--- src/rtl/alu_gf_seq_if.sv ---
// Request/response bundle for alu_gf_seq.
// The master drives operands and accepts results; the slave is the ALU.
interface alu_gf_seq_if #(
  parameter int unsigned WIDTH = 8
);
  logic             in_valid;
  logic             in_ready;
  logic [WIDTH-1:0] operand_a;
  logic [WIDTH-1:0] operand_b;
  logic [2:0]       alu_op;
  logic             out_valid;
  logic             out_ready;
  logic [WIDTH-1:0] result;
  logic             zero;
  logic             carry;
  logic             busy;

  modport master (
    output in_valid, operand_a, operand_b, alu_op, out_ready,
    input  in_ready, out_valid, result, zero, carry, busy
  );

  modport slave (
    input  in_valid, operand_a, operand_b, alu_op, out_ready,
    output in_ready, out_valid, result, zero, carry, busy
  );
endinterface

--- src/rtl/alu_gf_seq.sv ---
// Sequential ALU with valid/ready handshakes: logic/arith/shift ops in one
// cycle, per-byte GF(2^8) multiply (poly 0x11B) over eight BUSY cycles.
module alu_gf_seq #(
  parameter int unsigned WIDTH = 8
) (
  input logic         clk,
  input logic         rst_n,
  alu_gf_seq_if.slave bus
);
  localparam int unsigned LANES = WIDTH / 8;
  localparam int unsigned SHW   = $clog2(WIDTH);

  if ((WIDTH % 8) != 0 || WIDTH < 8) begin : g_bad_width
    $error("alu_gf_seq: WIDTH must be a multiple of 8 and >= 8");
  end

  typedef enum logic [1:0] {IDLE, BUSY, DONE} state_t;

  state_t           r_state;
  logic             r_in_ready;
  logic             r_out_valid;
  logic             r_busy;
  logic [WIDTH-1:0] r_result;
  logic             r_zero;
  logic             r_carry;
  logic [WIDTH-1:0] r_acc;
  logic [WIDTH-1:0] r_a_shift;
  logic [WIDTH-1:0] r_b;
  logic [2:0]       r_count;

  logic [WIDTH-1:0]   w_res;
  logic               w_carry;
  logic [WIDTH:0]     w_sum;
  logic [2*WIDTH-1:0] w_rot;
  logic [WIDTH-1:0]   w_acc_nxt;
  logic [WIDTH-1:0]   w_ash_nxt;

  always_comb begin
    w_sum   = {1'b0, bus.operand_a} + {1'b0, bus.operand_b};
    // Upper half of the doubled word shifted by 8 is a rotate-left-by-8;
    // degenerates to identity when WIDTH is 8.
    w_rot   = {bus.operand_a, bus.operand_a} << 8;
    w_res   = '0;
    w_carry = 1'b0;
    case (bus.alu_op)
      3'b000: w_res = bus.operand_a & bus.operand_b;
      3'b001: w_res = bus.operand_a | bus.operand_b;
      3'b010: w_res = bus.operand_a ^ bus.operand_b;
      3'b011: begin
        w_res   = w_sum[WIDTH-1:0];
        w_carry = w_sum[WIDTH];
      end
      3'b100: begin
        w_res   = bus.operand_a - bus.operand_b;
        w_carry = bus.operand_a < bus.operand_b;
      end
      3'b101: w_res = bus.operand_a << bus.operand_b[SHW-1:0];
      3'b110: w_res = w_rot[2*WIDTH-1:WIDTH];
      default: w_res = '0;
    endcase
  end

  // One shift-and-add step of the GF multiply, independently per byte lane.
  always_comb begin
    w_acc_nxt = '0;
    w_ash_nxt = '0;
    for (int unsigned l = 0; l < LANES; l++) begin
      w_acc_nxt[l*8 +: 8] = r_acc[l*8 +: 8] ^
                            (r_b[l*8 + 32'(r_count)] ? r_a_shift[l*8 +: 8] : 8'h00);
      w_ash_nxt[l*8 +: 8] = {r_a_shift[l*8 +: 7], 1'b0} ^
                            (r_a_shift[l*8 + 7] ? 8'h1B : 8'h00);
    end
  end

  always_ff @(posedge clk or negedge rst_n) begin
    if (!rst_n) begin
      r_state     <= IDLE;
      r_in_ready  <= 1'b1;
      r_out_valid <= 1'b0;
      r_busy      <= 1'b0;
      r_result    <= '0;
      r_zero      <= 1'b0;
      r_carry     <= 1'b0;
      r_acc       <= '0;
      r_a_shift   <= '0;
      r_b         <= '0;
      r_count     <= '0;
    end else begin
      case (r_state)
        IDLE: begin
          if (bus.in_valid) begin
            r_in_ready <= 1'b0;
            r_busy     <= 1'b1;
            if (bus.alu_op == 3'b111) begin
              r_state   <= BUSY;
              r_a_shift <= bus.operand_a;
              r_b       <= bus.operand_b;
              r_acc     <= '0;
              r_count   <= '0;
            end else begin
              r_state     <= DONE;
              r_out_valid <= 1'b1;
              r_result    <= w_res;
              r_zero      <= (w_res == '0);
              r_carry     <= w_carry;
            end
          end
        end
        BUSY: begin
          r_acc     <= w_acc_nxt;
          r_a_shift <= w_ash_nxt;
          r_count   <= r_count + 3'd1;
          if (r_count == 3'd7) begin
            r_state     <= DONE;
            r_out_valid <= 1'b1;
            r_result    <= w_acc_nxt;
            r_zero      <= (w_acc_nxt == '0);
            r_carry     <= 1'b0;
          end
        end
        DONE: begin
          if (bus.out_ready) begin
            r_state     <= IDLE;
            r_out_valid <= 1'b0;
            r_busy      <= 1'b0;
            r_in_ready  <= 1'b1;
          end
        end
        default: begin
          r_state     <= IDLE;
          r_in_ready  <= 1'b1;
          r_out_valid <= 1'b0;
          r_busy      <= 1'b0;
        end
      endcase
    end
  end

  assign bus.in_ready  = r_in_ready;
  assign bus.out_valid = r_out_valid;
  assign bus.busy      = r_busy;
  assign bus.result    = r_result;
  assign bus.zero      = r_zero;
  assign bus.carry     = r_carry;
endmodule

--- src/flat_wrapper.sv ---
// flat-port wrapper written by rule: the top's interface ports become plain ports
module alu_gf_seq_flat 
#(
  parameter int unsigned WIDTH = 8
)
  (clk, rst_n, bus_in_valid, bus_operand_a, bus_operand_b, bus_alu_op, bus_out_ready, bus_in_ready, bus_out_valid, bus_result, bus_zero, bus_carry, bus_busy);
  alu_gf_seq_if #(.WIDTH(WIDTH)) bus_i ();
  input logic clk;
  input logic rst_n;
  input wire logic [$bits(bus_i.in_valid)-1:0] bus_in_valid;
  input wire logic [$bits(bus_i.operand_a)-1:0] bus_operand_a;
  input wire logic [$bits(bus_i.operand_b)-1:0] bus_operand_b;
  input wire logic [$bits(bus_i.alu_op)-1:0] bus_alu_op;
  input wire logic [$bits(bus_i.out_ready)-1:0] bus_out_ready;
  output wire logic [$bits(bus_i.in_ready)-1:0] bus_in_ready;
  output wire logic [$bits(bus_i.out_valid)-1:0] bus_out_valid;
  output wire logic [$bits(bus_i.result)-1:0] bus_result;
  output wire logic [$bits(bus_i.zero)-1:0] bus_zero;
  output wire logic [$bits(bus_i.carry)-1:0] bus_carry;
  output wire logic [$bits(bus_i.busy)-1:0] bus_busy;
  assign bus_i.in_valid = bus_in_valid;
  assign bus_i.operand_a = bus_operand_a;
  assign bus_i.operand_b = bus_operand_b;
  assign bus_i.alu_op = bus_alu_op;
  assign bus_i.out_ready = bus_out_ready;
  assign bus_in_ready = bus_i.in_ready;
  assign bus_out_valid = bus_i.out_valid;
  assign bus_result = bus_i.result;
  assign bus_zero = bus_i.zero;
  assign bus_carry = bus_i.carry;
  assign bus_busy = bus_i.busy;
  alu_gf_seq #(.WIDTH(WIDTH)) u_core (.clk(clk), .rst_n(rst_n), .bus(bus_i));
endmodule
--- config.mk ---
export PLATFORM = sky130hd
export DESIGN_NAME = alu_gf_seq_flat
export DESIGN_NICKNAME = d
export VERILOG_FILES = /design/src/rtl/alu_gf_seq_if.sv /design/src/rtl/alu_gf_seq.sv /design/src/flat_wrapper.sv
export SDC_FILE = /design/constraint.sdc
export NUM_CORES = 1
export LEC_CHECK = 0
export CORE_UTILIZATION = 40
export CTS_CLUSTER_SIZE = 40
export DETAILED_ROUTE_END_ITERATION = 6
export HOLD_SLACK_MARGIN = 0.12
export SYNTH_ARGS = -nofsm -noshare
export SYNTH_HDL_FRONTEND = slang
export SYNTH_SLANG_ARGS = --single-unit
export TNS_END_PERCENT = 10
--- constraint.sdc ---
create_clock -name clk -period 1.98 [get_ports clk]
set_input_delay 0.495 -clock clk [delete_from_list [all_inputs] [get_ports clk]]
set_output_delay 0.495 -clock clk [all_outputs]
set_load 0.03 [all_outputs]
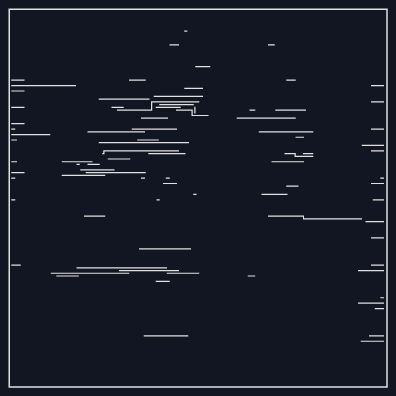
**Above:** met3 routing.
(4 px per um)
- nets with wire on the layer: 66
- share of all routed wire: 5.0%
- main direction: horizontal

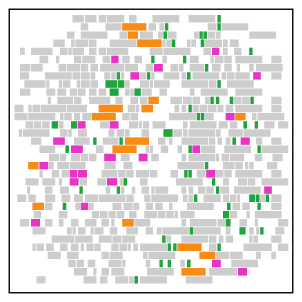
**Above:** selected gate families.
(3 px per um)
- green: NAND gates (cells 66; most used nand2_1)
- magenta: AND-OR and OR-AND gates (cells 25; most used a21o_1)
- orange: multiplexers (cells 16; most used mux4_2)

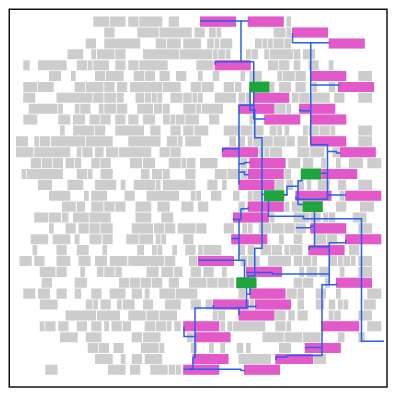
**Above:** clock network drawn from the DEF.
(4 px per um)
- magenta: flip-flops (count 42)
- blue: clock wires (length 514 um)
- green: cells driving clock nets (count 5)
- routed clock nets: 6
clock share of power: 0.126
worst skew pair latency: 290 ps

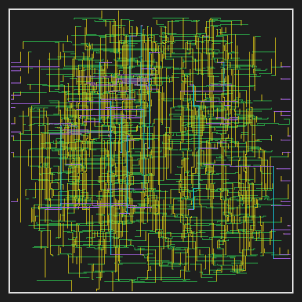
**Above:** wiring by layer.
(3 px per um)
- green: met1 (wire length 4470 um)
- purple: met3 (wire length 529 um)
- yellow: met2 (wire length 5240 um)
- cyan: met4 (wire length 331 um)

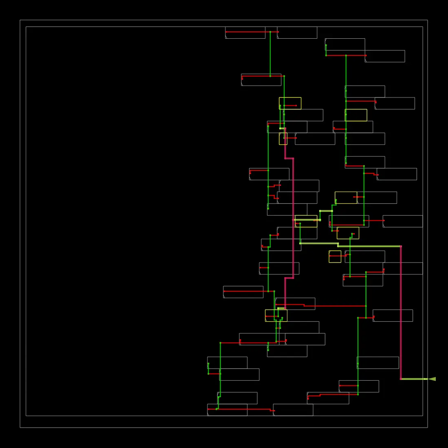
**Above:** clock wiring as the flow saved it.
Seq cells: 42
Sink Count: 42
TritonCTS Buffers: 5
CLK BUF: 6

==> flow_summary.toml <==
# synthesis and place-and-route metrics
[routing]
final_antenna_net_count = 0
drtIter0Drc = 144
vias_per_cell = 5.47
vias = 3444
wl_met3_um = 529
met1_length_mm = 4.47
drc_errors = 0
avgRoutedWirePerCell_um = 16.8
drtPass1Iterations = 4
wl_met2_mm = 5.24
top_layer = "met4"
drt-total-wl_mm = 10.6

[synth]
top_cell = "nand2_1"
top_cells_by_count = "nand2_1 (55), dfrtp_1 (41), o21ai_0 (31), ha_1 (27), inv_1 (27)"
synthCells = 392
yosys-top-cells-area = "dfrtp_1 (30%), ha_1 (10%), nand2_1 (6.1%)"
yosysWarnings = 0
top_cell_area_share = 0.303
ys_area_mm2 = 0.00339
edf_count = 0
synthDistinctLibCells = 55
synth_flops = 42
yosysTopAreaCell = "dfrtp_1"
ys_seq_frac = 0.311
async_reset_ff_frac = 1.00
logic_family = "AND-OR/OR-AND gates"
aoi_share = 0.231
avgSynthCellArea_um2 = 8.64
synth-main-ff-cell = "dfrtp_1"
yosys_cells = 392
simple_gate_share = 0.171

[power]
power_leakage_nw = 2.41
p_switching_mw = 1.85
powerClk_mw = 0.578
p_int_mw = 2.73
p_seq_frac = 0.333
combPwrFrac = 0.540
seq-power_mw = 1.53
powerComb_mw = 2.48
p_sw_frac = 0.404
power_leader = "combinational cells"
powerDensity_mw_per_mm2 = 904

[finish]
fin_nets = 576
final_common_cell = "buf_4"
seq_area_frac = 0.208
final_area_mm2 = 0.00507
logic_area_mm2 = 0.00241
buffers = 148
area_delta_synth_final_pct = 49.7
layout.cells.non_filler = 630
logic_gate_count = 300
comb-cell-share = 0.476
largest_cell_class = "logic gates"
diodes = 0
drive_gt1_frac = 0.371
final_util = 0.617

[clocking]
post_cts_resize_count = 84
cts_tree = "yes"
ctsRootBufferMaster = "clkbuf_8"
htree_num_levels = 2
cts_hold_buf = 1
cts.clk_slew.worst_paths_ps = 80

[outcome]
violations = "setup timing"
outcome = "finished, violations left"

[worst_setup_path]
crit_chain = "buf_12 -> inv_12 -> ha_4 -> fa_1 -> inv_1 -> mux4_2 -> a211o_1 -> nor4b_2 -> and4bb_1 -> nand4b_1 -> a21oi_2"
worstPathMaxFanout = 2
r2r_slack_ps = -160
crit_start = "bus_operand_a[0]"
r2r-end = "u_core.bus.zero"
cpPeakStageDelay_ps = 480
start_kind = "primary input"
required_ps = 2210
path_delay_family = "adder cells"
cp_data_arrival_time_ps = 2790
slowest_stage = "fa_1"
reg2reg_depth = 7
cp.depth = 11

[min_path]
hold_start = "u_core.bus.result[2]"
hold_depth = 2
whs_endpoint = "u_core.bus.result[2]"
hold_path.class = "reg -> reg"

[global_route]
grt_max_degree = 26
globalRouteTotalUtil = 0.254
grt_pass1_wl_mm = 17.3
grt_use_met1 = 0.322
top_usage_layer = "met2"
grt_use_met3 = 0.0259
grt.overflow.total = 0

[timing]
final-setup-viol-count = 10
period_used_share = 1.29
fin_worst_skew_ps = 3.38
tightest_slew_ps = 382
min_period_ps = 2560
tns_ps = -3440
finalHoldViolations = 0
finalWorstSetupSlack_ps = -582
max_freq_mhz = 390
rsz0062_at_grt = "true"
slew_violations = 0

[place]
port_buffers = 35
dp_cells = 614
pre_cts_ws_ps = -1530

[floorplanning]
dieWidth_um = 94.0
ioPinCount = 36
coreArea_mm2 = 0.00822

[job]
tool_warnings = 46
cap_violations = 0
Power figures rest on the tool's default switching activity, not on a simulated workload.
